===== config.mk =====
export PLATFORM = sky130hd
export DESIGN_NAME = l2cache_req_arb
export DESIGN_NICKNAME = d
export VERILOG_FILES = /design/src/rtl/l2cache_req_arb.sv
export SDC_FILE = /design/constraint.sdc
export NUM_CORES = 1
export LEC_CHECK = 0
export CAP_MARGIN = 20
export CORE_AREA = 2 2 154 156
export DETAILED_ROUTE_END_ITERATION = 12
export DIE_AREA = 0 0 156 158
export HOLD_SLACK_MARGIN = 0.05
export PLACE_DENSITY = 0.6
export SETUP_SLACK_MARGIN = 0.1
export SLEW_MARGIN = 20
export SYNTH_ARGS = -nofsm -noshare
export SYNTH_HDL_FRONTEND = slang
export SYNTH_SLANG_ARGS = --single-unit
export TNS_END_PERCENT = 1

===== constraint.sdc =====
create_clock -name clk -period 6.5 [get_ports clk]
set_clock_uncertainty 0.1 [all_clocks]
set_input_delay 0.975 -clock clk [delete_from_list [all_inputs] [get_ports clk]]
set_output_delay 0.975 -clock clk [all_outputs]
set_load 0.02 [all_outputs]

===== src/rtl/l2cache_req_arb.sv =====
// Request arbiter in front of the L2 request buffer: picks one of five sources
// (op > round-robin I/Dr/Dw > prefetch), registers its fields and holds until L2 completes.
module l2cache_req_arb (
    input  logic        clk,
    input  logic        rst,
    input  logic        i_req,
    input  logic [31:0] i_addr,
    input  logic [1:0]  i_size,
    output logic        i_ack,
    input  logic        dr_req,
    input  logic [31:0] dr_addr,
    input  logic [1:0]  dr_size,
    input  logic        dr_SUC,
    output logic        dr_ack,
    input  logic        dw_req,
    input  logic [31:0] dw_addr,
    input  logic [31:0] dw_data,
    input  logic [3:0]  dw_wstrb,
    input  logic [1:0]  dw_size,
    input  logic        dw_SUC,
    output logic        dw_ack,
    input  logic        op_req,
    input  logic [31:0] op_code,
    input  logic [31:0] op_addr,
    output logic        op_ack,
    input  logic        pf_req,
    input  logic [31:0] pf_addr,
    input  logic        pf_type,
    output logic        pf_ack,
    input  logic        l2_ready,
    input  logic        l2_done,
    output logic        rbuf_we,
    output logic [31:0] out_addr,
    output logic [31:0] out_data,
    output logic [31:0] out_opcode,
    output logic [31:0] out_opaddr,
    output logic        out_opflag,
    output logic        out_SUC,
    output logic        out_prefetch,
    output logic        out_pref_type,
    output logic [3:0]  out_wstrb,
    output logic [1:0]  out_from,
    output logic [1:0]  out_size
);

    localparam int unsigned ADDR_W = 32;
    localparam int unsigned DATA_W = 32;
    localparam int unsigned STRB_W = 4;
    localparam int unsigned FROM_W = 2;
    localparam int unsigned SIZE_W = 2;
    localparam int unsigned RR_W   = 2;
    localparam int unsigned NSRC   = 5;

    localparam logic [RR_W-1:0]   RR_I  = 2'd0;
    localparam logic [RR_W-1:0]   RR_DR = 2'd1;
    localparam logic [RR_W-1:0]   RR_DW = 2'd2;

    localparam logic [FROM_W-1:0] FROM_NONE = 2'd0;
    localparam logic [FROM_W-1:0] FROM_I    = 2'd1;
    localparam logic [FROM_W-1:0] FROM_DR   = 2'd2;
    localparam logic [FROM_W-1:0] FROM_DW   = 2'd3;

    // ack bit positions; the I/Dr/Dw positions equal their round-robin index
    localparam int unsigned ACK_OP = 3;
    localparam int unsigned ACK_PF = 4;

    typedef enum logic [1:0] {
        ST_IDLE  = 2'd0,
        ST_GRANT = 2'd1,
        ST_BUSY  = 2'd2
    } state_t;

    typedef struct packed {
        logic [ADDR_W-1:0] addr;
        logic [DATA_W-1:0] data;
        logic [DATA_W-1:0] opcode;
        logic [ADDR_W-1:0] opaddr;
        logic              opflag;
        logic              suc;
        logic              prefetch;
        logic              pref_type;
        logic [STRB_W-1:0] wstrb;
        logic [FROM_W-1:0] from;
        logic [SIZE_W-1:0] size;
    } req_fields_t;

    state_t            state_q, state_d;
    logic              done_pend_q, done_pend_d;
    logic [RR_W-1:0]   rr_q, rr_d;
    req_fields_t       fld_q, fld_d, win_fld;
    logic              we_q, we_d;
    logic [NSRC-1:0]   ack_q, ack_d;
    logic              rr_hit;
    logic [RR_W-1:0]   rr_win;

    // Round-robin search among I/Dr/Dw starting after the last granted one
    always_comb begin
        rr_hit = 1'b0;
        rr_win = RR_I;
        case (rr_q)
            RR_I: begin
                if (dr_req)      begin rr_hit = 1'b1; rr_win = RR_DR; end
                else if (dw_req) begin rr_hit = 1'b1; rr_win = RR_DW; end
                else if (i_req)  begin rr_hit = 1'b1; rr_win = RR_I;  end
            end
            RR_DR: begin
                if (dw_req)      begin rr_hit = 1'b1; rr_win = RR_DW; end
                else if (i_req)  begin rr_hit = 1'b1; rr_win = RR_I;  end
                else if (dr_req) begin rr_hit = 1'b1; rr_win = RR_DR; end
            end
            default: begin
                if (i_req)       begin rr_hit = 1'b1; rr_win = RR_I;  end
                else if (dr_req) begin rr_hit = 1'b1; rr_win = RR_DR; end
                else if (dw_req) begin rr_hit = 1'b1; rr_win = RR_DW; end
            end
        endcase
    end

    // Field bundle of the would-be winner; unused fields stay zero
    always_comb begin
        win_fld = '0;
        if (op_req) begin
            win_fld.opcode = op_code;
            win_fld.opaddr = op_addr;
            win_fld.opflag = 1'b1;
            win_fld.from   = FROM_NONE;
        end else if (rr_hit) begin
            case (rr_win)
                RR_I: begin
                    win_fld.addr = i_addr;
                    win_fld.size = i_size;
                    win_fld.from = FROM_I;
                end
                RR_DR: begin
                    win_fld.addr = dr_addr;
                    win_fld.size = dr_size;
                    win_fld.suc  = dr_SUC;
                    win_fld.from = FROM_DR;
                end
                default: begin
                    win_fld.addr  = dw_addr;
                    win_fld.data  = dw_data;
                    win_fld.wstrb = dw_wstrb;
                    win_fld.size  = dw_size;
                    win_fld.suc   = dw_SUC;
                    win_fld.from  = FROM_DW;
                end
            endcase
        end else begin
            win_fld.addr      = pf_addr;
            win_fld.prefetch  = 1'b1;
            win_fld.pref_type = pf_type;
            win_fld.from      = FROM_NONE;
        end
    end

    // Next-state and registered-output logic
    always_comb begin
        state_d     = state_q;
        done_pend_d = done_pend_q;
        rr_d        = rr_q;
        fld_d       = fld_q;
        we_d        = 1'b0;
        ack_d       = '0;
        case (state_q)
            ST_IDLE: begin
                if (l2_ready && (op_req || rr_hit || pf_req)) begin
                    state_d = ST_GRANT;
                    we_d    = 1'b1;
                    fld_d   = win_fld;
                    if (op_req) begin
                        ack_d[ACK_OP] = 1'b1;
                    end else if (rr_hit) begin
                        ack_d[rr_win] = 1'b1;
                        rr_d          = rr_win;
                    end else begin
                        ack_d[ACK_PF] = 1'b1;
                    end
                end
            end
            ST_GRANT: begin
                state_d = ST_BUSY;
                if (l2_done) begin
                    done_pend_d = 1'b1;
                end
            end
            ST_BUSY: begin
                if (l2_done || done_pend_q) begin
                    state_d     = ST_IDLE;
                    done_pend_d = 1'b0;
                end
            end
            default: begin
                state_d     = ST_IDLE;
                done_pend_d = 1'b0;
            end
        endcase
    end

    always_ff @(posedge clk or posedge rst) begin
        if (rst) begin
            state_q     <= ST_IDLE;
            done_pend_q <= 1'b0;
            rr_q        <= RR_DW;
            fld_q       <= '0;
            we_q        <= 1'b0;
            ack_q       <= '0;
        end else begin
            state_q     <= state_d;
            done_pend_q <= done_pend_d;
            rr_q        <= rr_d;
            fld_q       <= fld_d;
            we_q        <= we_d;
            ack_q       <= ack_d;
        end
    end

    assign rbuf_we       = we_q;
    assign i_ack         = ack_q[0];
    assign dr_ack        = ack_q[1];
    assign dw_ack        = ack_q[2];
    assign op_ack        = ack_q[ACK_OP];
    assign pf_ack        = ack_q[ACK_PF];
    assign out_addr      = fld_q.addr;
    assign out_data      = fld_q.data;
    assign out_opcode    = fld_q.opcode;
    assign out_opaddr    = fld_q.opaddr;
    assign out_opflag    = fld_q.opflag;
    assign out_SUC       = fld_q.suc;
    assign out_prefetch  = fld_q.prefetch;
    assign out_pref_type = fld_q.pref_type;
    assign out_wstrb     = fld_q.wstrb;
    assign out_from      = fld_q.from;
    assign out_size      = fld_q.size;

endmodule


==> impl_metrics.ini <==
; physical design summary
[pwr]
power_density_nw_per_um2 = 412
post_layout_total_power_w = 0.00461
power.group.top = combinational cells
max_ir_drop_vdd_mv = 0.173
switching_share_pct = 37.5
clock_power_w = 0.00104
leakagePower_nw = 4.90
clkPwrFrac_pct = 22.5
combinationalPowerShare_pct = 45.0

[final_layout]
inverters_excl_clock = 3
post_route_cells_drive_above_1_share_pct = 5.25
final_cell_area_um2 = 11200
seqCellArea_um2 = 3780
design.seq.count = 151
layout.area.comb_um2 = 2410
seq_share_pct = 33.7
layout.clock_buffers = 18
largest_cell_class = non-clock buffers
layout.cells.non_filler = 1299
layout_top_cells = 390 x clkdlybuf4s50_1, 150 x dfrtp_1, 137 x nand2_1, 72 x nand3_1, 61 x a22o_1
nNetsFinal = 1243
logic_gate_count = 422
num-fill-cells = 2199
final-nonclk-buf-share_pct = 36.1
comb_area_share_pct = 21.5

[synth]
ys_top_cells_by_count = 150 x dfrtp_1, 137 x nand2_1, 72 x nand3_1
post_synth_main_area_contributors = dfrtp_1 58%, a22o_1 8.3%, nand2_1 8.0%
synth-edff-count = 0
postSynth.topFlopCell = dfrtp_1
average_footprint_of_a_synthesized_cell_um2 = 10.2
post_synth_main_logic_family = AND-OR/OR-AND gates
adder_share_pct = 0
yosysSeqAreaShare_pct = 58.9
yosys.area_share.xor_xnor_pct = 0
synth.cell_area_um2 = 6420
synthesis.instances = 630
ys.flops = 151
synth_cell_type_count = 33
yosys_cells = 630
top_area_cell = dfrtp_1
yosysWarnings = 0
yosys.cell_count.top_type = dfrtp_1
ys_area_um2 = 6420
ys_sh_aoi_pct = 20.3
top_cell_area_share_pct = 58.4
synth_async_sr_flop_share_pct = 100

[sta]
worst-slew-pin-transition_ps = 901
report.final.hold_viol_count = 0
finalMaxSlewViolations = 0
worst_hold_slack_ps = 366
period_minus_slack_ps = 3390
post_layout_worst_setup_margin_ps = 3110
fin_setup_tns_ps = 0
slew-limit-headroom_pct = 40.0
setup_violations = 0

[cts]
tritoncts = built
ctsLongestPathBuffers = 2
clk_root_buffer_cell = clkbuf_16
number_of_cts_inserted_buffers = 17
postCtsHoldBufs = 0
post_cts_resized = 0
clock_latency_ps = 420

[worst_setup_path]
worst_setup_path_startpoint = l2_ready
worstPathBufferInverterCount = 1
required_ps = 6750
endpoint_of_the_most_critical_register_to_register_path = out_addr[13]$_DFFE_PP0P_
critical-path-max-stage-delay_ps = 810
critPathSlowestCell = and2_2
arrival_ps = 3640
r2r_start = state_q[0]$_DFFE_PP0P_
worstSetupPathType = input port to flip-flop
end_kind = flip-flop
ff2ff_setup_slack_ps = 3670
critical_path.startpoint_type = input port
worstRegToRegCells = 5
path_cells = clkdlybuf4s50_1 > or3b_1 > nor2_1 > and2_2 > a222oi_1 > nand2_1
cp-endpoint = out_addr[13]$_DFFE_PP0P_
maximum_fanout_along_the_worst_path = 42
critical_path_depth = 6

[floorplan]
boundaryPins = 392
die.size.y_um = 158
rows = 56
tapCellCount = 290
die_outline_area_um2 = 24600
floorplan.die.width_um = 156

[route]
via_count = 6283
top_signal_layer_used = met4
drtIter0Drc = 355
first_pass_iters = 4
route.met3.wl_um = 2420
met1Wirelength_um = 10100
avgViaCountPerCell = 4.84
wl_per_cell_um = 19.4

[placement]
place_area_um2 = 10600
placement.io_buffers = 391
detailedPlace.worstSlack_ps = 2480
place.detailed.hpwl_um = 17800

[grt]
globalRouteOverflowTotal = 0
global_route.peak_usage_layer = met2
grt_first_pass_wirelength_um = 37200
antenna_found_initial = 0
largest_net_degree_at_the_start_of_global_routing = 75
grt.met3_usage_pct = 7.39
gr-usage-all-layers_pct = 19.9

[status]
run_status = finished clean

[hold_path]
hold_path_end = out_opaddr[12]$_DFFE_PP0P_
hold_path_startpoint = out_opaddr[12]$_DFFE_PP0P_
**Where the registers sit**

The bar under the picture is 50 um long. Other sequential cells in the stronger grey, the rest of the logic in the fainter grey.
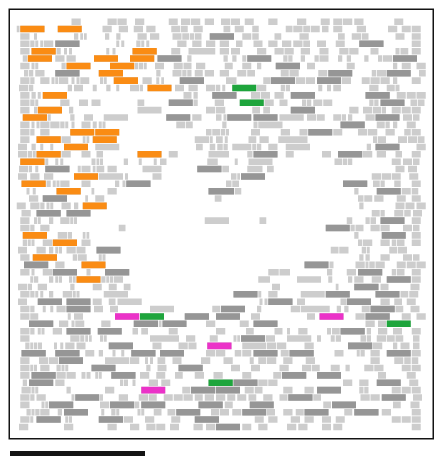
magenta -> `out_wstrb`  # flops 4
orange -> `out_opcode`  # flops 32
green -> `ack_q`  # flops 5
not coloured = 110

**Cells coloured by class**

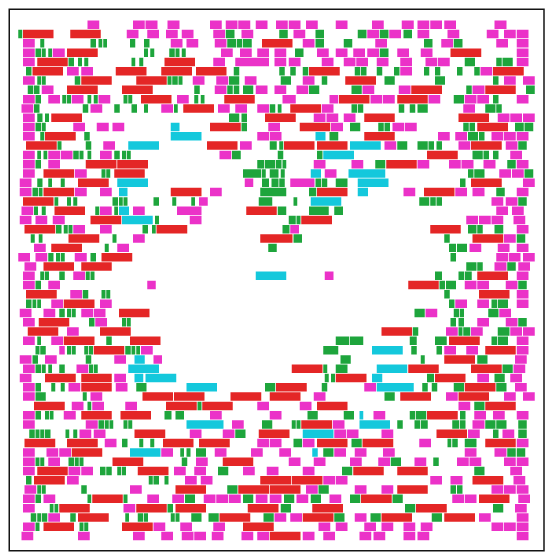
cyan -> clock drivers and dummy loads  # cells 31
magenta -> other buffers and delay cells  # cells 402
red -> flops  # cells 151
green -> combinational and other logic  # cells 425

**Signal wires by layer**

The bar under the picture is 50 um long.
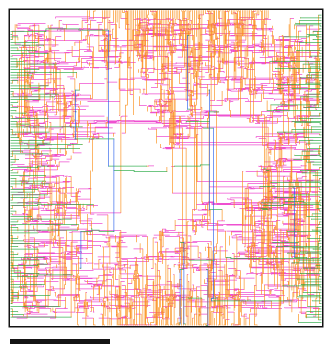
magenta -> metal 1  # wire length 10100 um
green -> metal 3  # wire length 2420 um
orange -> metal 2  # wire length 12100 um
blue -> metal 4  # wire length 472 um

**Wiring heat map**

The bar under the picture is 50 um long. The die is cut into 31 by 32 equal tiles; dark blue is low, red is high, scaled to the fullest tile. Values are wire area over tile area, all layers added.
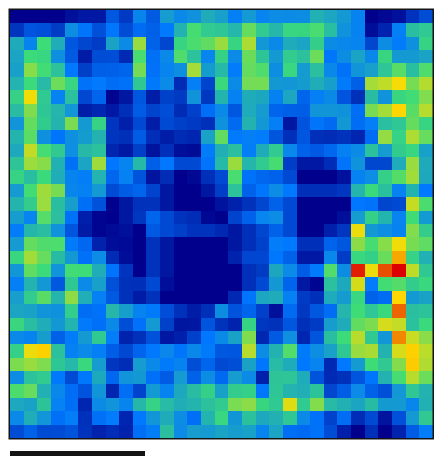
emptiest ninth of the die = centre
nearly empty tiles = 6.2%
fullest tile = 0.57

